--- config.mk ---
export PLATFORM = sky130hd
export DESIGN_NAME = multicycle_ctrl
export DESIGN_NICKNAME = d
export VERILOG_FILES = /design/src/rtl/multicycle_ctrl.sv
export SDC_FILE = /design/constraint.sdc
export NUM_CORES = 1
export LEC_CHECK = 0
export CAP_MARGIN = 20
export CORE_UTILIZATION = 25
export CTS_BUF_LIST = sky130_fd_sc_hd__clkbuf_4 sky130_fd_sc_hd__clkbuf_8
export DETAILED_ROUTE_END_ITERATION = 8
export PLACE_DENSITY = 0.56
export SLEW_MARGIN = 10
export SYNTH_ARGS = -nofsm -noshare
export SYNTH_HDL_FRONTEND = slang
export SYNTH_SLANG_ARGS = --single-unit
--- constraint.sdc ---
create_clock -name clk -period 1.95 [get_ports clk]
set_input_delay 0.39 -clock clk [delete_from_list [all_inputs] [get_ports clk]]
set_output_delay 0.39 -clock clk [all_outputs]
set_load 0.02 [all_outputs]
--- src/rtl/multicycle_ctrl.sv ---
// Multi-cycle control sequencer for the PC / inst_mem / ID / Registers / BranchComp datapath.
// Drives fetch/data handshakes, datapath write strobes, run/halt/step control and a timeout trap.
module multicycle_ctrl #(
  parameter int unsigned TIMEOUT = 16,
  parameter int unsigned CNT_W   = 32
) (
  input  logic             clk,
  input  logic             rst,
  input  logic             start,
  input  logic             step,
  input  logic             halt_req,
  input  logic             is_load,
  input  logic             is_store,
  input  logic             is_sys,
  input  logic             reg_we_dec,
  output logic             imem_req,
  input  logic             imem_ack,
  output logic             dmem_req,
  output logic             dmem_we,
  input  logic             dmem_ack,
  output logic             ir_we,
  output logic             pc_we,
  output logic             reg_we,
  output logic             running,
  output logic             retired,
  output logic [CNT_W-1:0] instret,
  output logic             err,
  output logic [2:0]       state
);

  localparam logic [2:0] S_HALT   = 3'd0;
  localparam logic [2:0] S_FETCH  = 3'd1;
  localparam logic [2:0] S_DECODE = 3'd2;
  localparam logic [2:0] S_EXEC   = 3'd3;
  localparam logic [2:0] S_MEM    = 3'd4;
  localparam logic [2:0] S_WB     = 3'd5;
  localparam logic [2:0] S_ERROR  = 3'd6;

  localparam int unsigned TW    = $clog2(TIMEOUT);
  localparam logic [TW-1:0] TLAST = TW'(TIMEOUT - 1);

  logic [2:0]       r_state;
  logic [TW-1:0]    r_tcnt;
  logic             r_halt;
  logic             r_step;
  logic [CNT_W-1:0] r_instret;

  logic [2:0] w_next;
  logic       w_timeout;
  logic       w_stop;
  logic       w_running;
  logic       w_enter_wait;

  assign w_timeout = (r_tcnt == TLAST);
  // halt_req in the WB cycle itself must still stop the machine, so it bypasses the latch here
  assign w_stop    = r_halt | halt_req | r_step | is_sys;
  assign w_running = (r_state != S_HALT) && (r_state != S_ERROR);

  always_comb begin
    w_next = r_state;
    case (r_state)
      S_HALT:   if (start || step) w_next = S_FETCH;
      S_FETCH: begin
        if (imem_ack)       w_next = S_DECODE;
        else if (w_timeout) w_next = S_ERROR;
      end
      S_DECODE: w_next = S_EXEC;
      S_EXEC:   w_next = (is_load || is_store) ? S_MEM : S_WB;
      S_MEM: begin
        if (dmem_ack)       w_next = S_WB;
        else if (w_timeout) w_next = S_ERROR;
      end
      S_WB:     w_next = w_stop ? S_HALT : S_FETCH;
      S_ERROR:  w_next = S_ERROR;
      default:  w_next = S_HALT;
    endcase
  end

  assign w_enter_wait = (w_next != r_state) && ((w_next == S_FETCH) || (w_next == S_MEM));

  always_ff @(posedge clk) begin
    if (rst) begin
      r_state   <= S_HALT;
      r_tcnt    <= '0;
      r_halt    <= 1'b0;
      r_step    <= 1'b0;
      r_instret <= '0;
    end else begin
      r_state <= w_next;

      if (w_enter_wait)
        r_tcnt <= '0;
      else if (r_state == S_FETCH || r_state == S_MEM)
        r_tcnt <= r_tcnt + TW'(1);

      if (r_state == S_HALT)
        r_step <= step & ~start;
      else if (w_next == S_HALT)
        r_step <= 1'b0;

      if (w_next == S_HALT)
        r_halt <= 1'b0;
      else if (w_running)
        r_halt <= r_halt | halt_req;

      if (r_state == S_WB)
        r_instret <= r_instret + CNT_W'(1);
    end
  end

  assign imem_req = (r_state == S_FETCH);
  assign ir_we    = (r_state == S_FETCH) & imem_ack;
  assign dmem_req = (r_state == S_MEM);
  assign dmem_we  = (r_state == S_MEM) & is_store;
  assign reg_we   = (r_state == S_WB) & reg_we_dec & ~is_store;
  assign pc_we    = (r_state == S_WB);
  assign retired  = (r_state == S_WB);
  assign running  = w_running;
  assign err      = (r_state == S_ERROR);
  assign instret  = r_instret;
  assign state    = r_state;

endmodule

==> impl_metrics.toml <==
# flow metrics
[hold_path]
hp-class = "reg2reg"
hold_path_end = "r_step$_SDFFE_PP0P_"

[worst_setup_path]
critical_path_cell_count = 4
timing.critical_path.arrival_ps = 1470
timing.critical_path.slowest_stage_cell = "sky130_fd_sc_hd__dfxtp_1"
worst-r2r-cell-count = 6
cp.buffers_inverters = 2
critical_path.max_stage_delay_ps = 360
cpLargestDelayFamily = "buffers and inverters"

[sta]
slew_of_the_pin_with_the_lowest_slew_margin_ps = 388.0
relSlewSlack = 0.7402

[logic_synthesis]
syn-num-nets = 257
async_flop_share = 0
synth.yosys.warnings = 0
synth_top_flop_cell = "sky130_fd_sc_hd__dfxtp_1"
post_synth_num_cell_types = 45
synthAoiAreaFrac = 0.08323
syn-instance-count = 244
yosysMostFrequentCell = "sky130_fd_sc_hd__nor2_1"

[cts]
clk_transition_reported_paths_ps = 70
cts_post_setup_buffers_inserted = 0
cts.sinks = 41
cts_buffer_depth = 2

[place]
io_buffer_count = 54
place.detailed.instances = 411

[global_routing]
groute.layer.met2.usage = 0.1949
grt_peak_use_layer = "met2"

[final_layout]
lay_top_cells = "sky130_fd_sc_hd__nor2_1, sky130_fd_sc_hd__clkdlybuf4s50_1, sky130_fd_sc_hd__dfxtp_1"
syn_to_final_growth_pct = 41.14
final_util = 0.3739

[drt]
route.detailed.vias_per_inst = 4.685
detail-route-antenna-nets = 0
wl_met1_um = 2612
wl_per_cell_um = 12.75
drtIter0Drc = 84
via_count = 1963

[floorplan]
floorplan.core_util = 0.2649
chipArea_um2 = 8727
chipHeight_um = 93.42
rows = 32

[power]
pwr_density_cell_nw_per_um2 = 572.8

[status]
outcome = "finished clean"
final cells by class:
type / count / area, µm² / area share
Clock buffer: 7 / 96.34 / 0.03267
Clock inverter: 1 / 5.005 / 0.001697
Inverter: 4 / 15.01 / 0.005091
Multi-Input combinational cell: 187 / 1186 / 0.4022
Sequential cell: 41 / 823.3 / 0.2792
Tap cell: 102 / 127.6 / 0.04328
Timing Repair Buffer: 77 / 695.7 / 0.2359
flip-flops by register name, summed over array words and instances (netlist names):
name,count
instret,32
r_halt,1
r_step,1
r_tcnt,4
state,3
power by group:
group          total [mW]  switching, mW  internal, mW
Combinational       0.211          0.115        0.0960
Sequential          0.861         0.0121         0.849
Clock               0.617          0.297         0.320
logic make-up after synthesis:
kind of cell             Yosys count
AND-OR/OR-AND                     26
XOR/XNOR                          32
adder cells (fa/ha/maj)            2
buffers and inverters             16
flip-flops                        41
multiplexers                       1
AND/OR/NAND/NOR                  126
worst max path at each step:
stage                             start                endpoint  slack (ps)
finish              state[0]$_SDFF_PP0_                  reg_we          90
global route        state[0]$_SDFF_PP0_                  reg_we          10
CTS                 state[1]$_SDFF_PP0_                state[1]          20
detailed placement                 step  r_tcnt[3]$_SDFFE_PP0P_        -110
global placement                   step  r_tcnt[3]$_SDFFE_PP0P_        -100
floorplan           state[2]$_SDFF_PP0_  r_tcnt[3]$_SDFFE_PP0P_          70
stage by stage:
stage	setup WS, ps	area [µm²]	setup TNS, ps
global placement	-98.23	2863	-380.4
detailed placement	-108.4	2863	-470.0
CTS	22.59	2957	0
global route	11.16	2949	0
floorplan	68.00	2090	0
finish	90.75	2949	0
what timing repair did:
| action | 4_1_cts | 5_1_grt |
|---|---|---|
| gates cloned | 0 | 0 |
| setup endpoints to repair | 10 | 6 |
| gates resized | 12 | 8 |
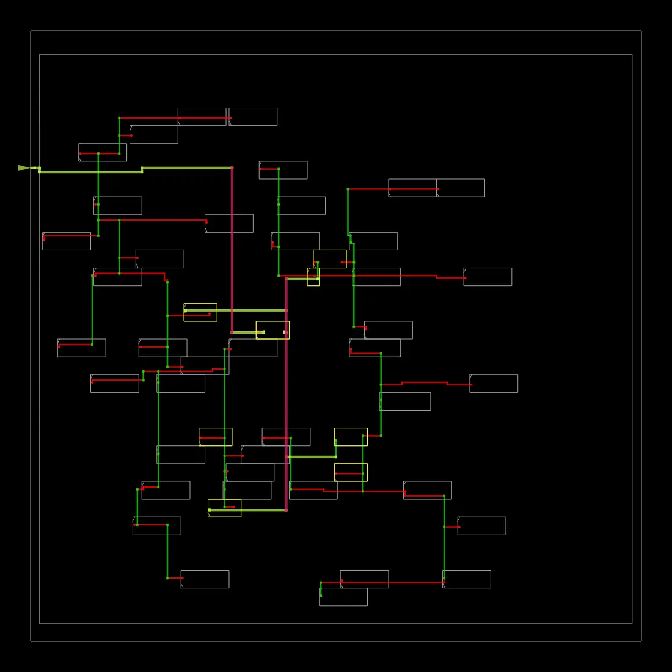
(clock nets)
clkbuf count: 7
clock network power consumption: 0.617 mW
sequential cell count of the final layout: 41

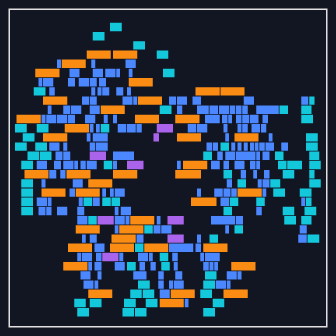
(placed cells, one colour a class)
| colour | class | cells |
|---|---|---|
| orange | flops | 41 |
| cyan | other buffers and delay cells | 77 |
| blue | all other logic | 191 |
| purple | clock drivers and dummy loads | 8 |

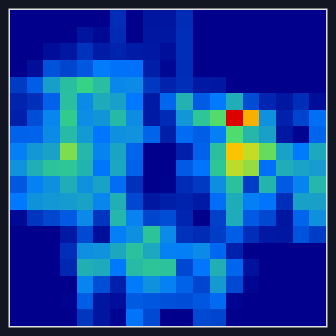
(wiring heat map)
19 x 19 tiles, from dark blue (low) to red (high), scaled to the fullest tile. Values are wire area over tile area, all layers added.
emptiest ninth of the die: top right
fullest tile: 0.60
tiles over half the peak: 2.8%
mean over tiles: 0.098
nearly empty tiles: 32%

Power is estimated from default activity; no workload was simulated.
